util_map.png
Drawn at 1.5 px/um. The die is cut into 12 by 22 equal tiles; dark purple is low, yellow is high, 0 to 100% covered.
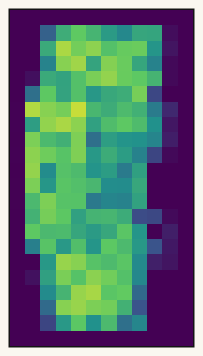
clock_nets.png
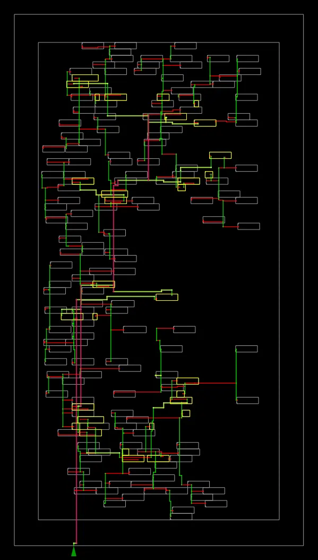
gates.png
Drawn at 3 px/um.
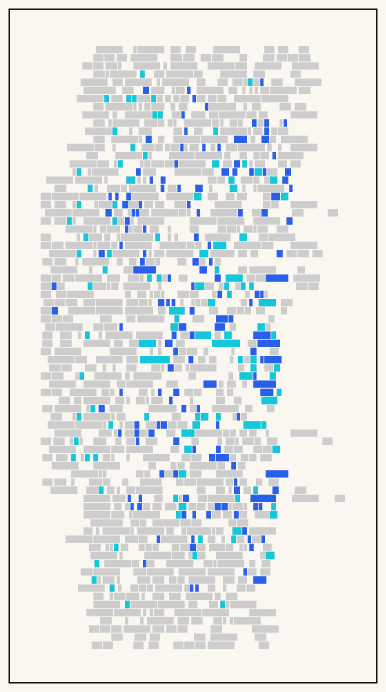
sizing.png
Drawn at 3 px/um.
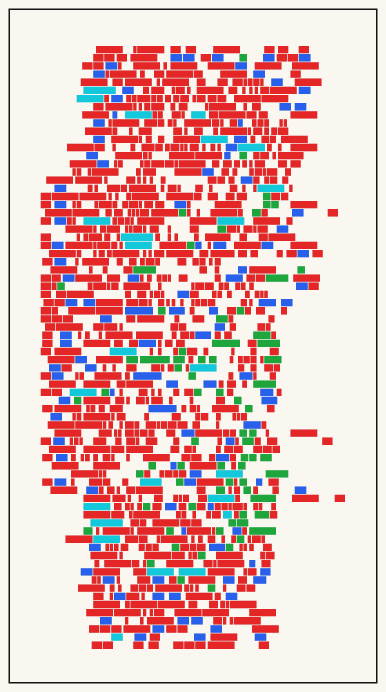
==> config.mk <==
export PLATFORM = sky130hd
export DESIGN_NAME = pwm_gen
export DESIGN_NICKNAME = d
export VERILOG_FILES = /design/src/rtl/pwm_gen.sv
export SDC_FILE = /design/constraint.sdc
export NUM_CORES = 1
export LEC_CHECK = 0
export CAP_MARGIN = 25
export CORE_AREA = 10 10 112 214
export CTS_CLUSTER_DIAMETER = 40
export DETAILED_ROUTE_END_ITERATION = 7
export DIE_AREA = 0 0 122 224
export PLACE_DENSITY = 0.73
export SYNTH_ARGS = -nofsm -noshare
export SYNTH_HDL_FRONTEND = slang
export SYNTH_SLANG_ARGS = --single-unit
==> constraint.sdc <==
create_clock -name clk -period 5.25 [get_ports clk]
set_clock_uncertainty 0.05 [all_clocks]
set_input_delay 0.7875 -clock clk [delete_from_list [all_inputs] [get_ports clk]]
set_output_delay 0.7875 -clock clk [all_outputs]
set_load 0.005 [all_outputs]
==> src/rtl/pwm_gen.sv <==
// rtl/pwm_gen.sv - single-channel PWM generator with channel-filtered, boundary-safe config updates
// Config captures go to a pending set; enables apply at period wraps, disables apply at once.
module pwm_gen #(
  parameter int CHANNEL_ID = 0,
  parameter int CNT_W      = 28
) (
  input  logic             clk,
  input  logic             rst_n,
  input  logic             pwm_config_vld,
  input  logic [7:0]       pwm_config_channel,
  input  logic             pwm_en,
  input  logic [CNT_W-1:0] pwm_period,
  input  logic [CNT_W-1:0] pwm_hlevel,
  output logic             pwm,
  output logic             pwm_period_end,
  output logic             cfg_applied
);

  localparam logic       ST_IDLE = 1'b0;
  localparam logic       ST_RUN  = 1'b1;
  localparam logic [7:0] MY_CH   = 8'(CHANNEL_ID);
  localparam logic [CNT_W-1:0] ONE = CNT_W'(1);

  logic             state, state_n;
  logic [CNT_W-1:0] cnt, cnt_n;
  logic [CNT_W-1:0] act_period, act_period_n;
  logic [CNT_W-1:0] act_hlevel, act_hlevel_n;

  logic             pend;
  logic             pend_en;
  logic [CNT_W-1:0] pend_period;
  logic [CNT_W-1:0] pend_hlevel;

  logic             capture;
  logic             pend_ok;
  logic             at_wrap;
  logic             consume;
  logic             pwm_n;
  logic             end_n;

  assign capture = pwm_config_vld && (pwm_config_channel == MY_CH);
  assign pend_ok = pend_en && (pend_period != '0);
  assign at_wrap = (state == ST_RUN) && (cnt == act_period - ONE);

  always_comb begin
    state_n      = state;
    cnt_n        = cnt;
    act_period_n = act_period;
    act_hlevel_n = act_hlevel;
    consume      = 1'b0;
    // pwm lags the counter by one cycle, so it reflects the count being left
    pwm_n        = (state == ST_RUN) && (cnt < act_hlevel);
    case (state)
      ST_IDLE: begin
        cnt_n = '0;
        pwm_n = 1'b0;
        if (pend) begin
          consume = 1'b1;
          if (pend_ok) begin
            state_n      = ST_RUN;
            act_period_n = pend_period;
            act_hlevel_n = pend_hlevel;
          end
        end
      end
      default: begin
        if (pend && !pend_ok) begin
          consume = 1'b1;
          state_n = ST_IDLE;
          cnt_n   = '0;
          pwm_n   = 1'b0;
        end else if (at_wrap) begin
          cnt_n = '0;
          if (pend) begin
            consume      = 1'b1;
            act_period_n = pend_period;
            act_hlevel_n = pend_hlevel;
          end
        end else begin
          cnt_n = cnt + ONE;
        end
      end
    endcase
    end_n = (state_n == ST_RUN) && (cnt_n == act_period_n - ONE);
  end

  always_ff @(posedge clk or negedge rst_n) begin
    if (!rst_n) begin
      state          <= ST_IDLE;
      cnt            <= '0;
      act_period     <= '0;
      act_hlevel     <= '0;
      pwm            <= 1'b0;
      pwm_period_end <= 1'b0;
      cfg_applied    <= 1'b0;
    end else begin
      state          <= state_n;
      cnt            <= cnt_n;
      act_period     <= act_period_n;
      act_hlevel     <= act_hlevel_n;
      pwm            <= pwm_n;
      pwm_period_end <= end_n;
      cfg_applied    <= consume;
    end
  end

  // A capture on the consuming edge wins, so it stays pending for the next opportunity
  always_ff @(posedge clk or negedge rst_n) begin
    if (!rst_n) begin
      pend        <= 1'b0;
      pend_en     <= 1'b0;
      pend_period <= '0;
      pend_hlevel <= '0;
    end else if (capture) begin
      pend        <= 1'b1;
      pend_en     <= pwm_en;
      pend_period <= pwm_period;
      pend_hlevel <= pwm_hlevel;
    end else if (consume) begin
      pend <= 1'b0;
    end
  end

endmodule

==> out/results.tsv <==
stage	metric	value	unit
global_route	met3 Use GR	0.0464	
power_and_ir_drop	worst vdd ir	0.000200	V
logic_synthesis	Synth logic family	simple AND/OR/NAND/NOR gates	
placement	worst slack at placement	0.0968	ns
floorplan	row cnt	74	
floorplan	# IOs	71	
hold_path	Hold Path Class	in -> async	
power_and_ir_drop	Final Power	2.60	mW
drt	metal1 wirelength	9810	um
placement	hpwl dp	21400	um
logic_synthesis	MUX share of area	0.109	
drt	highest routing layer actually used	met4	
logic_synthesis	adder share	0.0414	
run	OpenROAD warnings	26	
critical_path	crit path to	pwm_period_end	
timing	Setup WS post-layout	0.332	ns
finish	nets	1108	
timing	max-slew violation count	0	
cts	CTS tree	yes	
logic_synthesis	asr flop ratio synth	1.00	
cts	clk sinks	146	
outcome	status	complete, no violations	
critical_path	critical path peak fanout	7	
logic_synthesis	Basic Gates by Area	0.203	
cts	post-CTS resize count	0	
logic_synthesis	Area leader share	0.403	
finish	most common logic cell in the routed design	dfrtp_1	
global_route	initial antenna violation count	0	
critical_path	critical path launch point type	flip-flop	
finish	Post-Layout Cell Count	1288	
timing	Worst Max-Slew Pin Slew	0.787	ns
logic_synthesis	Synth area leader	dfrtp_1	
timing	final setup fails	0	
logic_synthesis	top cells by area	dfrtp_1, mux2_2, xnor2_1	
cts	# hold bufs at CTS	0	
logic_synthesis	Syn Area/Cell	9.95	um2
logic_synthesis	Yosys Warn Count	0	
floorplan	die area	27300	um2
cts	later-pin clock latency in the skew report	0.45	ns
cts	clock-pin slew on the worst setup and hold paths	0.06	ns
power_and_ir_drop	Pleak	5.18	nW
finish	area grow syn2layout	21.2	%
finish	ANT cells	0	
drt	routed wl met3	1140	um
critical_path	Crit path depth	19	
logic_synthesis	yosys stat area	9070	um2
floorplan	die height	224	um
critical_path	R2R cell count	19	
timing	Slew headroom	0.475	
critical_path	beginning of the critical path	pend_period[4]	
logic_synthesis	Post-synth EDFFs	0	
logic_synthesis	Net Count, Synth	1009	
run	max_cap viols	0	
finish	most frequent cells in the layout	dfrtp_1, nand2_1, mux2_2, clkdlybuf4s50_1, nor2_1	
critical_path	FF-to-FF Start	pend_period[4]	
global_route	met2 Use GR	0.364	
power_and_ir_drop	power density over the cells	237	nW/um2
logic_synthesis	AND-OR/OR-AND Cells, Area Fraction	0.109	
floorplan	Die X	122	um
cts	Post-CTS Setup Bufs	0	
logic_synthesis	count leader, synth	dfrtp_1	
logic_synthesis	Mapped Area	9070	um2
drt	drt total wl	27600	um
finish	share of cells above drive strength 1	0.200	
logic_synthesis	top post-synthesis cells by count	dfrtp_1, nand2_1, mux2_2, nor2_1, o21ai_0	
global_route	largest net degree at the start of global routing	68	
global_route	M1 GR Usage	0.206	
global_route	number of global-route vias before repair	7975	
logic_synthesis	# Cells Yosys	911	
placement	GP Congestion	0.973	
timing	Fin Hold WS	0.282	ns
drt	vias per cell	5.81	
critical_path	Worst path max stage delay	0.71	ns
global_route	gr busiest metal	met2	
critical_path	slowest stage cell, crit path	or4_1	
critical_path	worst path cell trace	or4_1, nor2_1, nand3_1, o311ai_4, a21oi_1, nand4_1, nand2_4, a21oi_1, ha_2, nand3_1, or3_1, nor3_1, nand3_1, a22oi_2, xor3_1, nor2_1, o2111ai_1, nor4_1, and4_1	
critical_path	CP most frequent cell	nand3_1	
Back to the opening pictures, util_map.png:
mean over tiles: 39%
tiles over 75% full: 16%
nearly empty tiles: 33%
emptiest ninth of the die: south-east
fullest tile: 92%
fp util: 0.443
Core Util, Final: 0.537
CORE AREA: 20500 um2

Back to the opening pictures, clock_nets.png:
# clk buffers: 18
Clock group: 1.26 mW

Back to the opening pictures, gates.png:
legend:
  cyan:
    family: aoi and oai cells
    cells: 105
  blue:
    family: nor cells
    cells: 149

Back to the opening pictures, sizing.png:
legend:
  red:
    size: x1 and smaller
    cells: 818
    share: 80%
    most_used: dfrtp_1
  blue:
    size: x2
    cells: 109
    share: 11%
    most_used: mux2_2
  cyan:
    size: x6 and larger
    cells: 24
    share: 2.3%
    most_used: clkbuf_16
  green:
    size: x3 and x4
    cells: 71
    share: 6.9%
    most_used: buf_4
Buffers excl. clock: 119
Final Instance Area: 11000 um2

==> layout make-up <==
type | count | area (um2) | area share
Clock buffer | 18 | 439 | 0.0400
Clock inverter | 13 | 161 | 0.0147
Inverter | 44 | 165 | 0.0150
Multi-Input combinational cell | 682 | 5150 | 0.469
Sequential cell | 146 | 3660 | 0.333
Tap cell | 266 | 333 | 0.0303
Timing Repair Buffer | 119 | 1080 | 0.0985
==> registers in the layout, indices dropped and copies added, names as in the netlist <==
name,cells
act_hlevel,28
act_period,28
cnt,28
pend_hlevel,28
pend_period,28
cfg_applied,1
pend,1
pend_en,1
pwm,1
pwm_period_end,1
state,1
==> power by group <==
part / switching (mW) / internal [mW]
registers: 0.0219 / 1.15
clock network: 0.503 / 0.757
logic: 0.0844 / 0.0897
total: 0.609 / 1.99
No activity file was given, so power comes from the tool's default toggle rates.
